==> images/congestion.png <==
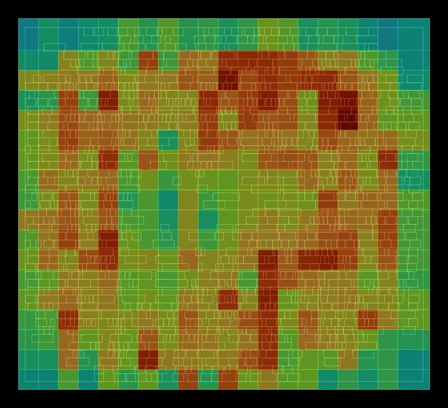
==> images/power_grid.png <==
Bar = 50 um. Pins as bars on the die edge.
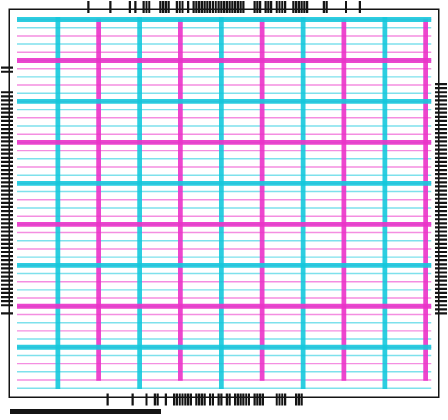
==> images/placement_by_type.png <==
Bar = 50 um.
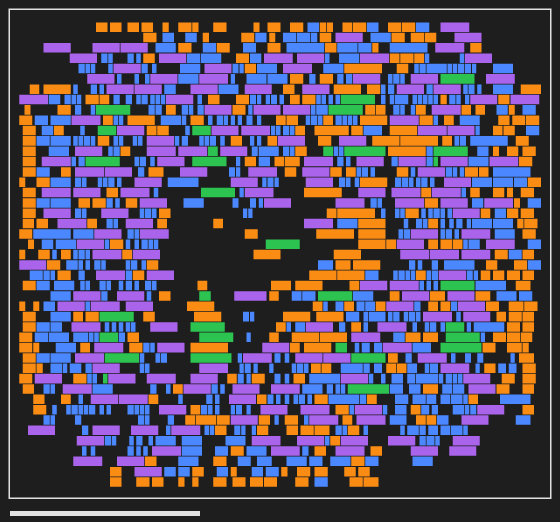
==> images/wires.png <==
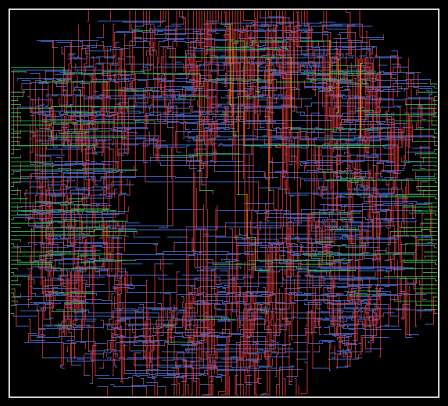
==> images/clk_routes.png <==
Bar = 50 um.
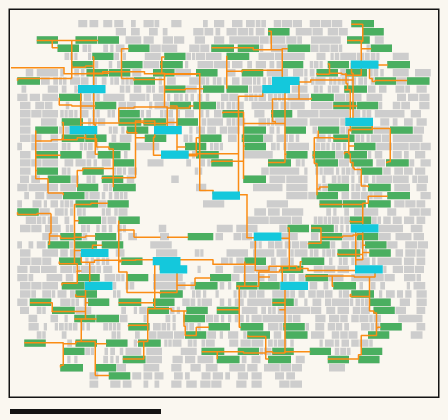
[src/rtl/accel_sched_pkg.sv]
// ---------------------------------------------------------------------------
// accel_sched_pkg
// Shared definitions for the accelerator scheduler:
//   - FSM state encoding
//   - register word offsets
//   - CTRL / STATUS bit positions
//   - accelerator unit-select constants
//   - STATUS word packing helper
// ---------------------------------------------------------------------------
package accel_sched_pkg;

   typedef enum logic [1:0] {
      StIdle   = 2'd0,
      StLaunch = 2'd1,
      StWait   = 2'd2
   } state_e;

   // Word offsets inside the 4-word peripheral window
   localparam logic [1:0] AddrCtrl   = 2'd0;
   localparam logic [1:0] AddrOpa    = 2'd1;
   localparam logic [1:0] AddrOpb    = 2'd2;
   localparam logic [1:0] AddrResult = 2'd3;

   // CTRL write fields
   localparam int unsigned CtrlStart = 0;
   localparam int unsigned CtrlUnit  = 1;
   localparam int unsigned CtrlClear = 2;

   // STATUS read fields
   localparam int unsigned StatBusy    = 0;
   localparam int unsigned StatDone    = 1;
   localparam int unsigned StatErr     = 2;
   localparam int unsigned StatTimeout = 3;
   localparam int unsigned StatOverrun = 4;
   localparam int unsigned StatUnit    = 5;

   // Unit select
   localparam logic UnitFact = 1'b0;
   localparam logic UnitFpm  = 1'b1;

   function automatic logic [31:0] pack_status(input logic busy,
                                               input logic done,
                                               input logic err,
                                               input logic timeout,
                                               input logic overrun,
                                               input logic unit);
      logic [31:0] s;
      s              = '0;
      s[StatBusy]    = busy;
      s[StatDone]    = done;
      s[StatErr]     = err;
      s[StatTimeout] = timeout;
      s[StatOverrun] = overrun;
      s[StatUnit]    = unit;
      return s;
   endfunction

endpackage

[src/rtl/accel_watchdog.sv]
// ---------------------------------------------------------------------------
// accel_watchdog
// Cycle counter guarding one accelerator job.
// Ports:
//   clk        system clock
//   reset      synchronous active-high reset
//   i_clr      zero the counter (job launch)
//   i_en       count one cycle (job waiting)
//   o_expired  counter has reached TIMEOUT-1
// ---------------------------------------------------------------------------
module accel_watchdog #(
   parameter int unsigned TIMEOUT = 256
) (
   input  logic clk,
   input  logic reset,
   input  logic i_clr,
   input  logic i_en,
   output logic o_expired
);

   localparam int unsigned         CntW    = (TIMEOUT > 2) ? $clog2(TIMEOUT) : 1;
   localparam logic [CntW-1:0]     LastCnt = CntW'(TIMEOUT - 1);

   logic [CntW-1:0] r_cnt;

   // Saturates at the last count so a stalled enable never wraps back to 0
   always_ff @(posedge clk) begin
      if (reset) begin
         r_cnt <= '0;
      end else if (i_clr) begin
         r_cnt <= '0;
      end else if (i_en && !o_expired) begin
         r_cnt <= r_cnt + 1'b1;
      end
   end

   assign o_expired = (r_cnt == LastCnt);

endmodule

[src/rtl/accel_sched.sv]
// ---------------------------------------------------------------------------
// accel_sched
// Memory-mapped sequencer for the factorial unit and the FP multiplier.
// Latches operands, launches one job at a time with a single-cycle go pulse,
// waits for the selected unit's done under a watchdog and captures the result.
// Ports:
//   clk, reset                 clock, synchronous active-high reset
//   we, addr, wdata, rdata     CPU register port (rdata combinational)
//   fact_go, fact_n            factorial launch pulse and operand
//   fact_done, fact_err,
//   fact_result                factorial completion, overflow and result
//   fpm_go, fpm_a, fpm_b       FPM launch pulse and operands
//   fpm_done, fpm_p            FPM completion and product
//   accel_done                 level copy of STATUS.done
// ---------------------------------------------------------------------------
module accel_sched
   import accel_sched_pkg::*;
#(
   parameter int unsigned TIMEOUT = 256
) (
   input  logic        clk,
   input  logic        reset,
   input  logic        we,
   input  logic [1:0]  addr,
   input  logic [31:0] wdata,
   output logic [31:0] rdata,
   output logic        fact_go,
   output logic [3:0]  fact_n,
   input  logic        fact_done,
   input  logic        fact_err,
   input  logic [31:0] fact_result,
   output logic        fpm_go,
   output logic [31:0] fpm_a,
   output logic [31:0] fpm_b,
   input  logic        fpm_done,
   input  logic [31:0] fpm_p,
   output logic        accel_done
);

   state_e      r_state;
   state_e      w_state_next;

   logic [31:0] r_opa;
   logic [31:0] r_opb;
   logic [31:0] r_result;
   logic [31:0] r_snap_a;
   logic [31:0] r_snap_b;
   logic        r_snap_unit;
   logic        r_done;
   logic        r_err;
   logic        r_timeout;
   logic        r_overrun;

   logic        w_done_d;
   logic        w_err_d;
   logic        w_timeout_d;
   logic        w_overrun_d;

   logic        w_ctrl_wr;
   logic        w_start_req;
   logic        w_clear_req;
   logic        w_start_acc;
   logic        w_busy;
   logic        w_sel_done;
   logic        w_complete;
   logic        w_expired;
   logic        w_timeout;
   logic        w_wd_clr;
   logic        w_wd_en;

   // ------------------------------------------------------------------------
   // Request decode
   // ------------------------------------------------------------------------
   assign w_ctrl_wr   = we && (addr == AddrCtrl);
   assign w_start_req = w_ctrl_wr && wdata[CtrlStart];
   assign w_clear_req = w_ctrl_wr && wdata[CtrlClear];
   assign w_start_acc = w_start_req && !w_busy;

   // Only the unit that owns the job can finish it, and only while waiting
   assign w_sel_done  = (r_snap_unit == UnitFpm) ? fpm_done : fact_done;
   assign w_complete  = (r_state == StWait) && w_sel_done;
   // Done on the final watchdog cycle takes priority over the timeout
   assign w_timeout   = (r_state == StWait) && !w_sel_done && w_expired;

   // ------------------------------------------------------------------------
   // Watchdog
   // ------------------------------------------------------------------------
   assign w_wd_clr = (r_state == StLaunch);
   assign w_wd_en  = (r_state == StWait);

   accel_watchdog #(
      .TIMEOUT (TIMEOUT)
   ) u_watchdog (
      .clk       (clk),
      .reset     (reset),
      .i_clr     (w_wd_clr),
      .i_en      (w_wd_en),
      .o_expired (w_expired)
   );

   // ------------------------------------------------------------------------
   // FSM: state register
   // ------------------------------------------------------------------------
   always_ff @(posedge clk) begin
      if (reset) begin
         r_state <= StIdle;
      end else begin
         r_state <= w_state_next;
      end
   end

   // FSM: next state
   always_comb begin
      w_state_next = r_state;
      unique case (r_state)
         StIdle: begin
            if (w_start_acc) begin
               w_state_next = StLaunch;
            end
         end
         StLaunch: begin
            w_state_next = StWait;
         end
         StWait: begin
            if (w_complete || w_timeout) begin
               w_state_next = StIdle;
            end
         end
         default: begin
            w_state_next = StIdle;
         end
      endcase
   end

   // FSM: outputs
   always_comb begin
      w_busy  = (r_state != StIdle);
      fact_go = (r_state == StLaunch) && (r_snap_unit == UnitFact);
      fpm_go  = (r_state == StLaunch) && (r_snap_unit == UnitFpm);
   end

   // ------------------------------------------------------------------------
   // Sticky status next-state: job events first, then a CPU clear, then a
   // dropped start flags overrun (so clear+start while busy leaves overrun set)
   // ------------------------------------------------------------------------
   always_comb begin
      w_done_d    = r_done | w_complete | w_timeout;
      w_err_d     = w_complete ? ((r_snap_unit == UnitFact) && fact_err) : r_err;
      w_timeout_d = r_timeout | w_timeout;
      w_overrun_d = r_overrun;
      if (w_clear_req) begin
         w_done_d    = 1'b0;
         w_err_d     = 1'b0;
         w_timeout_d = 1'b0;
         w_overrun_d = 1'b0;
      end
      if (w_start_req && w_busy) begin
         w_overrun_d = 1'b1;
      end
   end

   // ------------------------------------------------------------------------
   // Registers
   // ------------------------------------------------------------------------
   always_ff @(posedge clk) begin
      if (reset) begin
         r_opa       <= '0;
         r_opb       <= '0;
         r_result    <= '0;
         r_snap_a    <= '0;
         r_snap_b    <= '0;
         r_snap_unit <= UnitFact;
         r_done      <= 1'b0;
         r_err       <= 1'b0;
         r_timeout   <= 1'b0;
         r_overrun   <= 1'b0;
      end else begin
         if (we && (addr == AddrOpa)) begin
            r_opa <= wdata;
         end
         if (we && (addr == AddrOpb)) begin
            r_opb <= wdata;
         end
         // Operands are frozen for the job so later OPA/OPB writes cannot disturb it
         if (w_start_acc) begin
            r_snap_a    <= r_opa;
            r_snap_b    <= r_opb;
            r_snap_unit <= wdata[CtrlUnit];
         end
         if (w_complete) begin
            r_result <= (r_snap_unit == UnitFpm) ? fpm_p : fact_result;
         end else if (w_timeout) begin
            r_result <= '0;
         end
         r_done    <= w_done_d;
         r_err     <= w_err_d;
         r_timeout <= w_timeout_d;
         r_overrun <= w_overrun_d;
      end
   end

   // ------------------------------------------------------------------------
   // Read mux and unit-facing outputs
   // ------------------------------------------------------------------------
   always_comb begin
      rdata = '0;
      unique case (addr)
         AddrCtrl:   rdata = pack_status(w_busy, r_done, r_err, r_timeout, r_overrun,
                                         r_snap_unit);
         AddrOpa:    rdata = r_opa;
         AddrOpb:    rdata = r_opb;
         AddrResult: rdata = r_result;
         default:    rdata = '0;
      endcase
   end

   assign fact_n     = r_snap_a[3:0];
   assign fpm_a      = r_snap_a;
   assign fpm_b      = r_snap_b;
   assign accel_done = r_done;

endmodule

[config.mk]
export PLATFORM = sky130hd
export DESIGN_NAME = accel_sched
export DESIGN_NICKNAME = d
export VERILOG_FILES = /design/src/rtl/accel_sched_pkg.sv /design/src/rtl/accel_watchdog.sv /design/src/rtl/accel_sched.sv
export SDC_FILE = /design/constraint.sdc
export NUM_CORES = 1
export LEC_CHECK = 0
export CAP_MARGIN = 20
export CORE_ASPECT_RATIO = 0.9
export CORE_MARGIN = 2
export CORE_UTILIZATION = 43
export CTS_CLUSTER_DIAMETER = 80
export DETAILED_ROUTE_END_ITERATION = 6
export PLACE_DENSITY = 0.76
export REMOVE_ABC_BUFFERS = 1
export SETUP_SLACK_MARGIN = 0.1
export SLEW_MARGIN = 20
export SYNTH_ARGS = -nofsm -noshare
export SYNTH_HDL_FRONTEND = slang
export SYNTH_SLANG_ARGS = --single-unit
[constraint.sdc]
create_clock -name clk -period 1.7 [get_ports clk]
set_input_delay 0.34 -clock clk [delete_from_list [all_inputs] [get_ports clk]]
set_output_delay 0.34 -clock clk [all_outputs]
set_load 0.01 [all_outputs]
==> impl_metrics.toml <==
# flow metrics
[clock_tree]
root_buffer = "clkbuf_16"
max-clock-path-buffers = 2

[layout]
final-seq-area_mm2 = 0.00359
seq_share = 0.314
buffers = 321
num-clock-buffers = 23
fin_area_mm2 = 0.0114

[placement]
place.gp.congestion = 0.797
place_worst_setup_slack_ns = -0.380

[final_timing]
worst_slack_ns = -0.237
fin_crit_ns = 1.94
setup-tns-final_ns = -2.96
setup_violations = 37
relSlewSlack = 0.748
worst_slew_pin_slew_ns = 0.367

[outcome]
violations = "setup timing"
outcome = "finished with violations"

[floorplan]
nWellTaps = 211
die_h_um = 128

[routing]
postRouteAntennaNets = 0

[logic_synthesis]
yosys.stat.seqShare = 0.475
xor_area_frac = 0.00712

[global_route]
grt_overflow_total = 0

[critical_path]
critPathCapture = "rdata[0]"
About congestion.png:
layer with the highest usage: met2
wire per inst: 19.0 um

About power_grid.png:
VDD -> magenta
VSS -> cyan
met5 straps = 9
met4 straps = 10
signal pins = 207

About placement_by_type.png:
flops -> purple  # cells 175, share of their area 32%
other buffers and delay cells -> orange  # cells 321, share of their area 29%
combinational and other logic -> blue  # cells 578, share of their area 34%
clock drivers and dummy loads -> green  # cells 31, share of their area 5.7%

About wires.png:
metal 1 -> blue  # wire length 10,600 um
metal 3 -> green  # wire length 1,950 um
metal 2 -> red  # wire length 12,200 um
metal 4 -> orange  # wire length 336 um

About clk_routes.png:
flip-flops -> green  # count 175
clock wires -> orange  # length 2,030 um
clock drivers -> cyan  # count 17
flops lie = spread over the die
routed clock nets = 18

